## src/rtl/byte_fifo_if.sv

```systemverilog
// Byte stream handshake bundle for byte_fifo: write side and read side.
// slave is the FIFO view; master is the producer/consumer view.
interface byte_fifo_if;
   logic [7:0] in_data_i;
   logic       in_valid_i;
   logic       in_ready_o;
   logic [7:0] out_data_o;
   logic       out_valid_o;
   logic       out_ready_i;

   modport slave (
      input  in_data_i,
      input  in_valid_i,
      output in_ready_o,
      output out_data_o,
      output out_valid_o,
      input  out_ready_i
   );

   modport master (
      output in_data_i,
      output in_valid_i,
      input  in_ready_o,
      input  out_data_o,
      input  out_valid_o,
      output out_ready_i
   );
endinterface

```

## src/rtl/byte_fifo.sv

```systemverilog
// First-word-fall-through byte FIFO with level, almost-full, overflow, flush.
// Define BYTE_FIFO_WM_IRQ_EN to add the wm_irq_o watermark pulse output.
module byte_fifo #(
   parameter int DEPTH        = 16,
   parameter int AFULL_THRESH = 12
) (
   input  logic                   clk_i,
   input  logic                   rst_i,
   input  logic                   flush_i,
   byte_fifo_if.slave             bus,
   output logic [$clog2(DEPTH):0] level_o,
   output logic                   almost_full_o,
   output logic                   overflow_o
`ifdef BYTE_FIFO_WM_IRQ_EN
   ,
   output logic                   wm_irq_o
`endif
);

   localparam int AW = $clog2(DEPTH);
   localparam logic [AW:0] THR = (AW+1)'(AFULL_THRESH);

   logic [7:0]  mem [DEPTH];
   logic [AW:0] wr_q;
   logic [AW:0] rd_q;
   logic        ovf_q;
   logic        clr;
   logic        empty;
   logic        full;
   logic        push;
   logic        pop;

   assign clr   = rst_i | flush_i;
   assign empty = (wr_q == rd_q);
   assign full  = (wr_q[AW-1:0] == rd_q[AW-1:0]) &&
                  (wr_q[AW] != rd_q[AW]);

   assign push = bus.in_valid_i & ~full;
   assign pop  = bus.out_ready_i & ~empty;

   assign bus.in_ready_o  = ~full;
   assign bus.out_valid_o = ~empty;
   assign bus.out_data_o  = mem[rd_q[AW-1:0]];

   // Wrap-bit pointers make the difference an exact 0..DEPTH count.
   assign level_o       = wr_q - rd_q;
   assign almost_full_o = (level_o >= THR);
   assign overflow_o    = ovf_q;

   always_ff @(posedge clk_i) begin
      if (clr) begin
         wr_q  <= '0;
         rd_q  <= '0;
         ovf_q <= 1'b0;
      end else begin
         if (push)
            wr_q <= wr_q + 1'b1;
         if (pop)
            rd_q <= rd_q + 1'b1;
         if (bus.in_valid_i & full)
            ovf_q <= 1'b1;
      end
   end

   always_ff @(posedge clk_i) begin
      if (push & ~clr)
         mem[wr_q[AW-1:0]] <= bus.in_data_i;
   end

`ifdef BYTE_FIFO_WM_IRQ_EN
   logic af_d;
   logic irq_q;

   // Rising edge of almost_full, seen one cycle late; clear kills it.
   always_ff @(posedge clk_i) begin
      if (clr) begin
         af_d  <= 1'b0;
         irq_q <= 1'b0;
      end else begin
         af_d  <= almost_full_o;
         irq_q <= almost_full_o & ~af_d;
      end
   end

   assign wm_irq_o = irq_q;
`endif

endmodule

```

## src/flat_wrapper.sv

```systemverilog
// flat-port wrapper written by rule: the top's interface ports become plain ports
module byte_fifo_flat 
#(
   parameter int DEPTH        = 16,
   parameter int AFULL_THRESH = 12
)
  (clk_i, rst_i, flush_i, level_o, almost_full_o, overflow_o, bus_in_data_i, bus_in_valid_i, bus_in_ready_o, bus_out_data_o, bus_out_valid_o, bus_out_ready_i);
  byte_fifo_if bus_i ();
  input  logic clk_i;
  input  logic rst_i;
  input  logic flush_i;
  output logic [$clog2(DEPTH):0] level_o;
  output logic almost_full_o;
  output logic overflow_o;
  input wire logic [$bits(bus_i.in_data_i)-1:0] bus_in_data_i;
  input wire logic [$bits(bus_i.in_valid_i)-1:0] bus_in_valid_i;
  output wire logic [$bits(bus_i.in_ready_o)-1:0] bus_in_ready_o;
  output wire logic [$bits(bus_i.out_data_o)-1:0] bus_out_data_o;
  output wire logic [$bits(bus_i.out_valid_o)-1:0] bus_out_valid_o;
  input wire logic [$bits(bus_i.out_ready_i)-1:0] bus_out_ready_i;
  assign bus_i.in_data_i = bus_in_data_i;
  assign bus_i.in_valid_i = bus_in_valid_i;
  assign bus_in_ready_o = bus_i.in_ready_o;
  assign bus_out_data_o = bus_i.out_data_o;
  assign bus_out_valid_o = bus_i.out_valid_o;
  assign bus_i.out_ready_i = bus_out_ready_i;
  byte_fifo #(.DEPTH(DEPTH), .AFULL_THRESH(AFULL_THRESH)) u_core (.clk_i(clk_i), .rst_i(rst_i), .flush_i(flush_i), .bus(bus_i), .level_o(level_o), .almost_full_o(almost_full_o), .overflow_o(overflow_o));
endmodule
```

## config.mk

```make
export PLATFORM = sky130hd
export DESIGN_NAME = byte_fifo_flat
export DESIGN_NICKNAME = d
export VERILOG_FILES = /design/src/rtl/byte_fifo_if.sv /design/src/rtl/byte_fifo.sv /design/src/flat_wrapper.sv
export SDC_FILE = /design/constraint.sdc
export NUM_CORES = 1
export LEC_CHECK = 0
export CAP_MARGIN = 20
export CORE_ASPECT_RATIO = 1.1
export CORE_MARGIN = 10
export CORE_UTILIZATION = 55
export CTS_CLUSTER_SIZE = 25
export DETAILED_ROUTE_END_ITERATION = 12
export PLACE_DENSITY_LB_ADDON = 0.1
export SETUP_SLACK_MARGIN = 0.5
export SLEW_MARGIN = 20
export SYNTH_ARGS = -nofsm -noshare
export SYNTH_HDL_FRONTEND = slang
export SYNTH_SLANG_ARGS = --single-unit
```

## constraint.sdc

```tcl
create_clock -name clk_i -period 2.9 [get_ports clk_i]
set_input_delay 0.58 -clock clk_i [delete_from_list [all_inputs] [get_ports clk_i]]
set_output_delay 0.58 -clock clk_i [all_outputs]
set_load 0.01 [all_outputs]
```

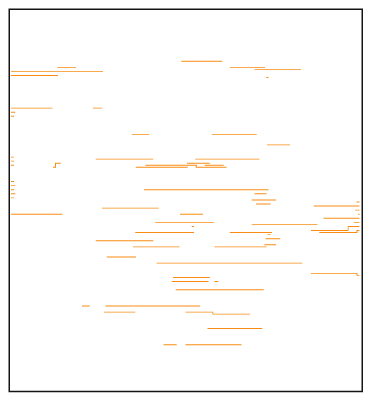
(the metal 3 layer)
Drawn at 3 px/micron.
share of all routed wire: 6.6%
longest straight run: 48.3 microns
wire length on this layer: 776 microns
main direction: horizontal

==> notes.md <==
yosys + openroad results -> status=finished, final reports clean, Num CTS Buffers=17, RSZ-0062 raised after global routing=true, Mapped Nets=339, FP Core Util=0.572, Setup TNS=0 ns, # hold bufs at CTS=0, overall global routing resource usage=0.172, power per cell area=576 nW/um^2, Slew @ Worst Pin=0.652 ns, Crit. End Element=primary output, detailed-route DRC error count=0, DRT antenna net count=0, Combinational Power Share=0.043, worst hold path type=flop to flop, Net Sw Frac=0.198, Layout area overhead=27.4%, Post-Place Worst Slack=0.116 ns, DR vias/cell=5.95, Root Driver=clkbuf_8, Final Hold Viols=0, initial antenna violation count=0, Max-Cap Viols=0, Inst Count DP=480, DR WL/cell=22.3 microns, Vias=3160, #FFs+latches synth=143, leakage dissipation=2.43 nW, Detailed Routing Iterations Pass 1=4, layout cells sized above 1=0.406, Setup Viol. Count Final=0, Final min period=2.82 ns, FILL cells=609, die width=117 microns, Seq pwr share=0.537, crit-path max FO=5, Top Ports=30, Core Rows=38, post-synthesis sequential area ratio=0.725, Gate Area=1670 sq um, routability cong.=0.800, clock-pin slew of the registers on the worst-case setup and hold paths=0.06 ns, YS warnings=0, WHS=0.497 ns, Worst Setup Slack, final=0.0823 ns, most frequent cells in the layout=edfxtp_1, mux4_2, buf_4, violation tally from detailed-route iteration zero=265, Final Max Slew Viols=0, Net Switching=829 uW, Nets=422, H-tree levels=4, most common logic cell in the routed design=edfxtp_1, worst rel slew slack=0.564, vias in the first global route=3303, chip footprint=14900 sq um, Worst-Skew Late Latency=0.51 ns, height of the die=127 microns, n_diodes=0, Crit path required time=2.32 ns, Cells after Synth=316, largest net degree at the start of global routing=33, yosys stat chip area=5710 sq um, ys cells=316, FMAX=0.355 GHz, CTS tree=yes, Post-Route WL=11.8 mm, Int Pwr=3.36 mW, Synth Area per Inst=18.1 sq um, clk sinks=143, VDD IR max=0.387 mV, total power=4.19 mW, Arrival @ worst endpoint=2.24 ns, IO Port Bufs=29, critical path launch point type=flop, Design Area, Final=7280 sq um, FF/Latch Area=4160 sq um, CTS Buffer Depth=2, GR Overflow Total=0, DP Area=6330 sq um, tool warnings=31, hpwl dp=7.34 mm, synth unique cells=34, Clk network pwr share=0.420, critical path class=flop to primary output, Clock Skew=0.00421 ns, Tcrit/Tclk final=0.972, first-pass GRT wire length=18.5 mm, mapped cell area=5710 sq um
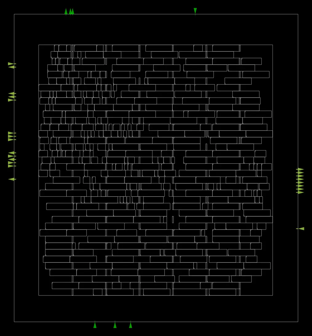
(cell outlines without signal wires)
CORE AREA: 9980 sq um
final core occ: 0.729
Tapcells: 120
fin cells: 531

## path summary, 6_finish.rpt
kind	from	endpoint	slack, ns	cells past startpoint
max reg2reg	u_core.rd_q[2]	u_core.mem[15][4]	0.69	10
min	u_core.overflow_o	u_core.overflow_o	0.50	2
min reg2reg	u_core.overflow_o	u_core.overflow_o	0.50	2
max	flop	bus_out_data_o[1]	0.08	8
## sequential cells by signal, summed over array words and instances, names as in the netlist, named ones only
name and flops:
u_core.mem 128, u_core.wr_q 5, u_core.rd_q 5, u_core.overflow_o 1
## worst max-delay path, stage by stage (launching register included)
cell     delay (ns)
dfxtp_4        0.35
buf_12         0.12
buf_12         0.11
buf_16         0.12
buf_6          0.09
mux4_2         0.51
a22oi_2        0.20
nand2_2        0.09
buf_6          0.13
## timing repair
action | in CTS | in global routing
gates cloned | 4 | 0
setup buffers | 13 | 3
pin swaps | 23 | 17
setup endpoints to repair | 16 | 142
gates resized | 106 | 24
## Yosys cell counts, drive strengths merged
library cell / instances / area share
and4: 1 / 0.0015
mux4: 32 / 0.13
nand2: 18 / 0.012
xor2: 4 / 0.0074
buf: 6 / 0.0048
nand3b: 2 / 0.0026
nand4: 2 / 0.0022
dfxtp: 15 / 0.053
a31oi: 1 / 0.0011
clkbuf: 6 / 0.0039
and2: 1 / 0.0011
o221ai: 1 / 0.0015
a22oi: 16 / 0.021
or2: 1 / 0.0011
a21oi: 5 / 0.0044
a211oi: 1 / 0.0013
ha: 9 / 0.020
a211o: 1 / 0.0015
nor2: 30 / 0.020
and3: 2 / 0.0024
nor2b: 4 / 0.0044
or3: 1 / 0.0011
edfxtp: 128 / 0.67
fa: 1 / 0.0035
xnor2: 7 / 0.011
o21ai: 5 / 0.0050
o211ai: 2 / 0.0026
mux2i: 2 / 0.0035
nand3: 2 / 0.0018
inv: 10 / 0.0066
## cell type report
class	instances	share of cell area
sequential	143	0.571
multi-input combinational	151	0.230
timing repair buffer	76	0.107
clock buffer	22	0.0595
tap	120	0.0206
clock inverter	9	0.00636
inverter	10	0.00516
## power groups by stage
stage	clock (mW)	combinational, mW	sequential (mW)
floorplan	0	0.0602	2.29
global placement	0	0.141	2.29
detailed placement	0	0.144	2.29
CTS	1.80	0.168	2.25
global route	1.90	0.193	2.25
finish	1.76	0.179	2.25
## layer usage
metal / global-route usage / part of all wire / wire length, microns / up-vias
met4: 0.0531 / 0.014 / 167 / 0
met2: 0.273 / 0.52 / 6120 / 112
met3: 0.0580 / 0.066 / 775 / 11
met1: 0.218 / 0.40 / 4760 / 1624
li1: - / - / - / 1413
met5: 0 / 0 / 0 / -
## cells by family (layout without fill, tap and decap cells)
group	count (synthesis)	after routing	synth area share
flip-flops	143	143	0.725
AND/OR/NAND/NOR	64	64	0.0497
multiplexers	34	34	0.130
AND-OR/OR-AND	32	32	0.0385
buffers and inverters	22	117	0.0153
XOR/XNOR	11	11	0.0182
adder cells (fa/ha/maj)	10	10	0.0232
Power is estimated from default activity; no workload was simulated.
